$ cat config.mk
export PLATFORM = sky130hd
export DESIGN_NAME = write_line_len_req
export DESIGN_NICKNAME = d
export VERILOG_FILES = /design/src/rtl/write_line_len_req.sv
export SDC_FILE = /design/constraint.sdc
export NUM_CORES = 1
export LEC_CHECK = 0
export CAP_MARGIN = 20
export CORE_UTILIZATION = 57
export DETAILED_ROUTE_END_ITERATION = 10
export MAX_ROUTING_LAYER = met4
export PLACE_DENSITY = 0.89
export SLEW_MARGIN = 10
export SYNTH_ARGS = -nofsm -noshare
export SYNTH_HDL_FRONTEND = slang
export SYNTH_SLANG_ARGS = --single-unit
$ cat constraint.sdc
create_clock -name clock -period 4.6 [get_ports clock]
set_input_delay 0.69 -clock clock [delete_from_list [all_inputs] [get_ports clock]]
set_output_delay 0.69 -clock clock [all_outputs]
set_load 0.005 [all_outputs]
$ cat src/rtl/write_line_len_req.sv
// write_line_len_req
// Turns frame/line geometry into a stream of AXI write burst requests.
// Each unit is cut into full NOR_BURST_LEN bursts plus one shorter tail burst.
// A request is only raised once the write FIFO holds enough words for it.
// Only one burst is outstanding at a time.
// The unit reloads itself after its tail burst completes, or early on fsync.
module write_line_len_req #(
    parameter int    NOR_BURST_LEN = 200,
    parameter string MODE          = "ONCE",
    parameter int    AXI_DSIZE     = 256,
    parameter int    DSIZE         = 24,
    parameter int    LSIZE         = 9
) (
    input  logic             clock,
    input  logic             rst_n,
    input  logic [15:0]      vactive,
    input  logic [15:0]      hactive,
    input  logic             fsync,
    input  logic [15:0]      words_avail,
    output logic             burst_req,
    output logic [LSIZE-1:0] burst_len,
    output logic             burst_tail,
    input  logic             burst_ack,
    input  logic             burst_done,
    output logic             unit_done,
    output logic             busy
);

    localparam int               SHIFT      = $clog2(AXI_DSIZE);
    localparam logic [47:0]      WORD_MASK  = 48'(AXI_DSIZE - 1);
    localparam logic [31:0]      NOR_LEN32  = 32'(NOR_BURST_LEN);
    localparam logic [LSIZE-1:0] NOR_LEN_L  = LSIZE'(NOR_BURST_LEN);

    typedef enum logic [1:0] {
        S_IDLE,
        S_WAIT,
        S_REQ,
        S_BUSY
    } state_t;

    state_t           state_q, state_d;
    logic [31:0]      remaining_q, remaining_d;
    logic             sync_pend_q, sync_pend_d;
    logic             req_d;
    logic [LSIZE-1:0] len_d;
    logic             tail_d;
    logic             unit_done_d;

    logic [31:0]      all_pix_q;
    logic [47:0]      bits;
    logic [31:0]      total_words_q;
    logic [LSIZE-1:0] cur_len;
    logic             is_tail;

    // In LINE mode vactive has no effect; this keeps it referenced.
    logic unused_geom;
    assign unused_geom = ^vactive;

    // Geometry stage 1: pixel count of one unit.
    always_ff @(posedge clock) begin
        if (MODE == "LINE")
            all_pix_q <= {16'd0, hactive};
        else
            all_pix_q <= 32'(vactive) * 32'(hactive);
    end

    assign bits = 48'(all_pix_q) * 48'(DSIZE);

    // Geometry stage 2: bit count rounded up to whole AXI words.
    always_ff @(posedge clock) begin
        total_words_q <= 32'(bits >> SHIFT) + {31'd0, |(bits & WORD_MASK)};
    end

    assign is_tail = (remaining_q <= NOR_LEN32);
    assign cur_len = is_tail ? remaining_q[LSIZE-1:0] : NOR_LEN_L;
    assign busy    = (state_q != S_IDLE);

    // State register and registered request outputs.
    always_ff @(posedge clock or negedge rst_n) begin
        if (!rst_n) begin
            state_q     <= S_IDLE;
            remaining_q <= '0;
            sync_pend_q <= 1'b0;
            burst_req   <= 1'b0;
            burst_len   <= '0;
            burst_tail  <= 1'b0;
            unit_done   <= 1'b0;
        end else begin
            state_q     <= state_d;
            remaining_q <= remaining_d;
            sync_pend_q <= sync_pend_d;
            burst_req   <= req_d;
            burst_len   <= len_d;
            burst_tail  <= tail_d;
            unit_done   <= unit_done_d;
        end
    end

    // Next-state logic: burst sizing, request handshake and reload handling.
    // A reload to zero words drops back to IDLE, so a zero-length burst is never issued.
    always_comb begin
        state_d     = state_q;
        remaining_d = remaining_q;
        sync_pend_d = sync_pend_q;
        req_d       = burst_req;
        len_d       = burst_len;
        tail_d      = burst_tail;
        unit_done_d = 1'b0;

        case (state_q)
            S_IDLE: begin
                if (fsync) begin
                    remaining_d = total_words_q;
                    if (total_words_q != 32'd0)
                        state_d = S_WAIT;
                end
            end
            S_WAIT: begin
                if (fsync) begin
                    remaining_d = total_words_q;
                    if (total_words_q == 32'd0)
                        state_d = S_IDLE;
                end else if (32'(words_avail) >= 32'(cur_len)) begin
                    state_d = S_REQ;
                    req_d   = 1'b1;
                    len_d   = cur_len;
                    tail_d  = is_tail;
                end
            end
            S_REQ: begin
                if (fsync)
                    sync_pend_d = 1'b1;
                if (burst_ack) begin
                    req_d   = 1'b0;
                    state_d = S_BUSY;
                end
            end
            S_BUSY: begin
                if (burst_done) begin
                    if (sync_pend_q || fsync) begin
                        remaining_d = total_words_q;
                        sync_pend_d = 1'b0;
                        state_d     = (total_words_q != 32'd0) ? S_WAIT : S_IDLE;
                    end else if (burst_tail) begin
                        unit_done_d = 1'b1;
                        remaining_d = total_words_q;
                        state_d     = (total_words_q != 32'd0) ? S_WAIT : S_IDLE;
                    end else begin
                        remaining_d = remaining_q - 32'(burst_len);
                        state_d     = S_WAIT;
                    end
                end else if (fsync) begin
                    sync_pend_d = 1'b1;
                end
            end
            default: state_d = S_IDLE;
        endcase
    end

endmodule
==> images/met1.png <==
Supply wires on this layer in gray.
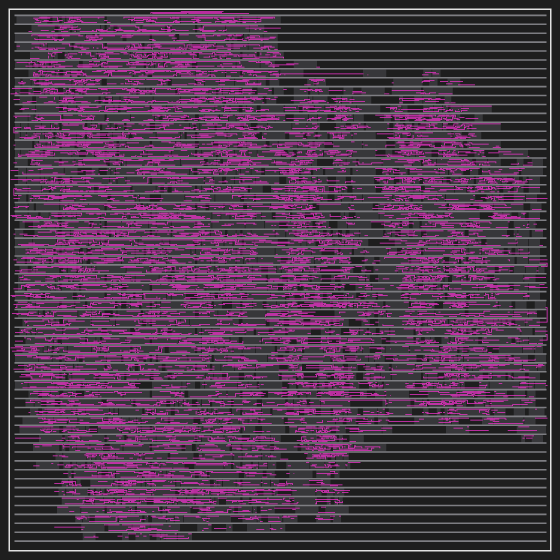
wire length on this layer: 16400 µm
longest straight run: 31.3 µm
main direction: horizontal
share of all routed wire: 34%
nets with wire on the layer: 2178

==> images/port_nets.png <==
Scale bar: 50 µm.
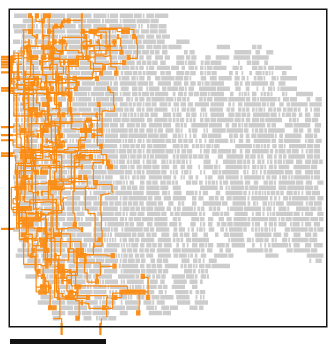
[orange] hactive | bits: 16 | direction: input | edge: 14 left, 2 bottom | end cells: 256 | buffers: 57 | wire: 4200 µm

==> results.py <==
# Flow results
metrics = {
    "outcome": {
        "violations": "negative setup slack",
        "status": "finished with violations",
    },
    "finish": {
        "antennaDiodeCount": 0,
        "postLayoutCoreUtil": 0.723,
        "layout_top_cell": "inv_1",
        "top_regs": "all_pix_q (32), remaining_q (32), total_words_q (30)",
        "most-common-layout-cells": "208 x inv_1, 193 x nand2_1, 179 x fa_1",
        "synthToLayoutAreaGrowth_pct": 24.7,
        "nFillCells": 1606,
        "finalNonFillerCells": 2272,
        "flop_area_um2": 2420,
    },
    "synth": {
        "largest_area_cell": "fa_1",
        "synth.yosys.seq_area_share": 0.160,
        "synth_cells": 1705,
        "synth_flops": 109,
        "aoi_share": 0.127,
        "synthFlopType": "dfxtp_1",
        "area_leaders": "fa_1 26%, ha_1 13%, dfxtp_1 8.2%, dfrtp_1 7.8%, inv_1 6.4%",
        "yosysTopAreaCellShare": 0.260,
        "yosys.area_share.simple": 0.188,
        "async_flop_share": 0.431,
        "top_logic_kind": "adder cells",
        "xor_share": 0.0492,
    },
    "clock_network": {
        "cts_sinks": 109,
        "postCtsHoldBufs": 0,
        "cts_made_buffers": 9,
        "clk_path_buf_depth": 2,
        "clk_latency_ns": 0.35,
        "cts_root_buf": "clkbuf_16",
        "cts_setup_buffers": 36,
    },
    "critical_path": {
        "worstPathMaxFanout": 4,
        "crit_path_max_incr_delay_ns": 0.59,
        "rrSetupSlack_ns": 0.07,
        "slowest_stage": "fa_1",
        "worstPathRequired_ns": 4.88,
        "arrival_ns": 6.62,
        "crit_top_cell": "fa_1",
        "start_kind": "primary input",
        "path_buffers": 7,
        "timing.rr.end": "burst_len[6]$_DFFE_PN0P_",
        "reg2reg_depth": 19,
    },
    "route": {
        "top_layer": "met4",
        "wl_met1_um": 16400,
        "dr.first_iter.drc_count": 1633,
        "wl_met2_um": 23400,
        "drt_first_pass_iters": 8,
        "wl_met3_um": 5050,
        "routed_via_density": 6.29,
    },
    "worst_hold_path": {
        "holdCritPathClass": "in2async",
    },
    "global_route": {
        "grt_max_degree": 48,
        "track_usage": 0.339,
        "grt-ovfl-total": 0,
        "grtUsageMet2": 0.585,
        "use_met1": 0.363,
        "grt_first_pass_wirelength_um": 70200,
    },
    "placed_design": {
        "hpwl_um": 30300,
        "place_congestion": 0.958,
        "place_ws_ns": -2.47,
    },
    "sta": {
        "setup_viol": 22,
        "finalHoldViolCount": 0,
        "period_used_share": 1.38,
        "finalWorstSetupSlack_ns": -1.74,
        "slew-limit-headroom": 0.489,
        "fmax_ghz": 0.158,
        "clock_skew_ns": 0.0101,
        "period_needed_ns": 6.34,
    },
    "floorplan": {
        "die_w_um": 165,
        "core_um2": 26100,
        "chipArea_um2": 27200,
        "fp.dieH_um": 165,
        "rows": 59,
        "fp-utilization": 0.580,
    },
    "job": {
        "tool_warnings": 32,
    },
}
==> images/met2.png <==
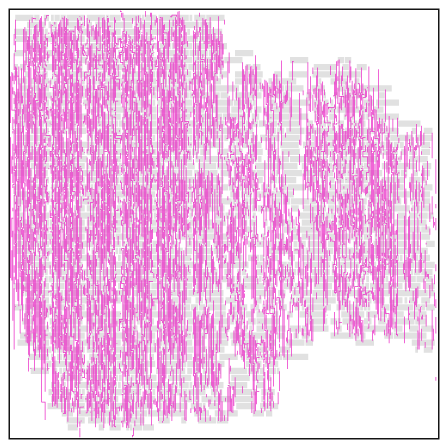
wire length on this layer: 23.4 mm
longest straight run: 54.1 µm
share of all routed wire: 48%
DRT Wirelength: 49100 µm
DR vias: 14300

==> area by class of cell <==
cell class | instances | area share
tap | 335 | 0.0222
multi-input combinational | 1283 | 0.657
inverter | 257 | 0.0513
clock inverter | 5 | 0.00252
clock buffer | 11 | 0.0129
timing repair buffer | 272 | 0.126
sequential | 109 | 0.128
==> worst max-delay path by stage <==
stage	end	slack [ns]	start	cells past startpoint
final	all_pix_q[31]$_DFF_P_	-1.74	hactive[8]	26
after global routing	all_pix_q[31]$_DFF_P_	-1.81	vactive[13]	25
after CTS	all_pix_q[31]$_DFF_P_	-1.39	hactive[6]	24
after detailed placement	all_pix_q[31]$_DFF_P_	-2.47	hactive[6]	24
after global placement	all_pix_q[31]$_DFF_P_	-2.28	hactive[6]	24
after floorplan	all_pix_q[31]$_DFF_P_	-1.60	hactive[4]	23
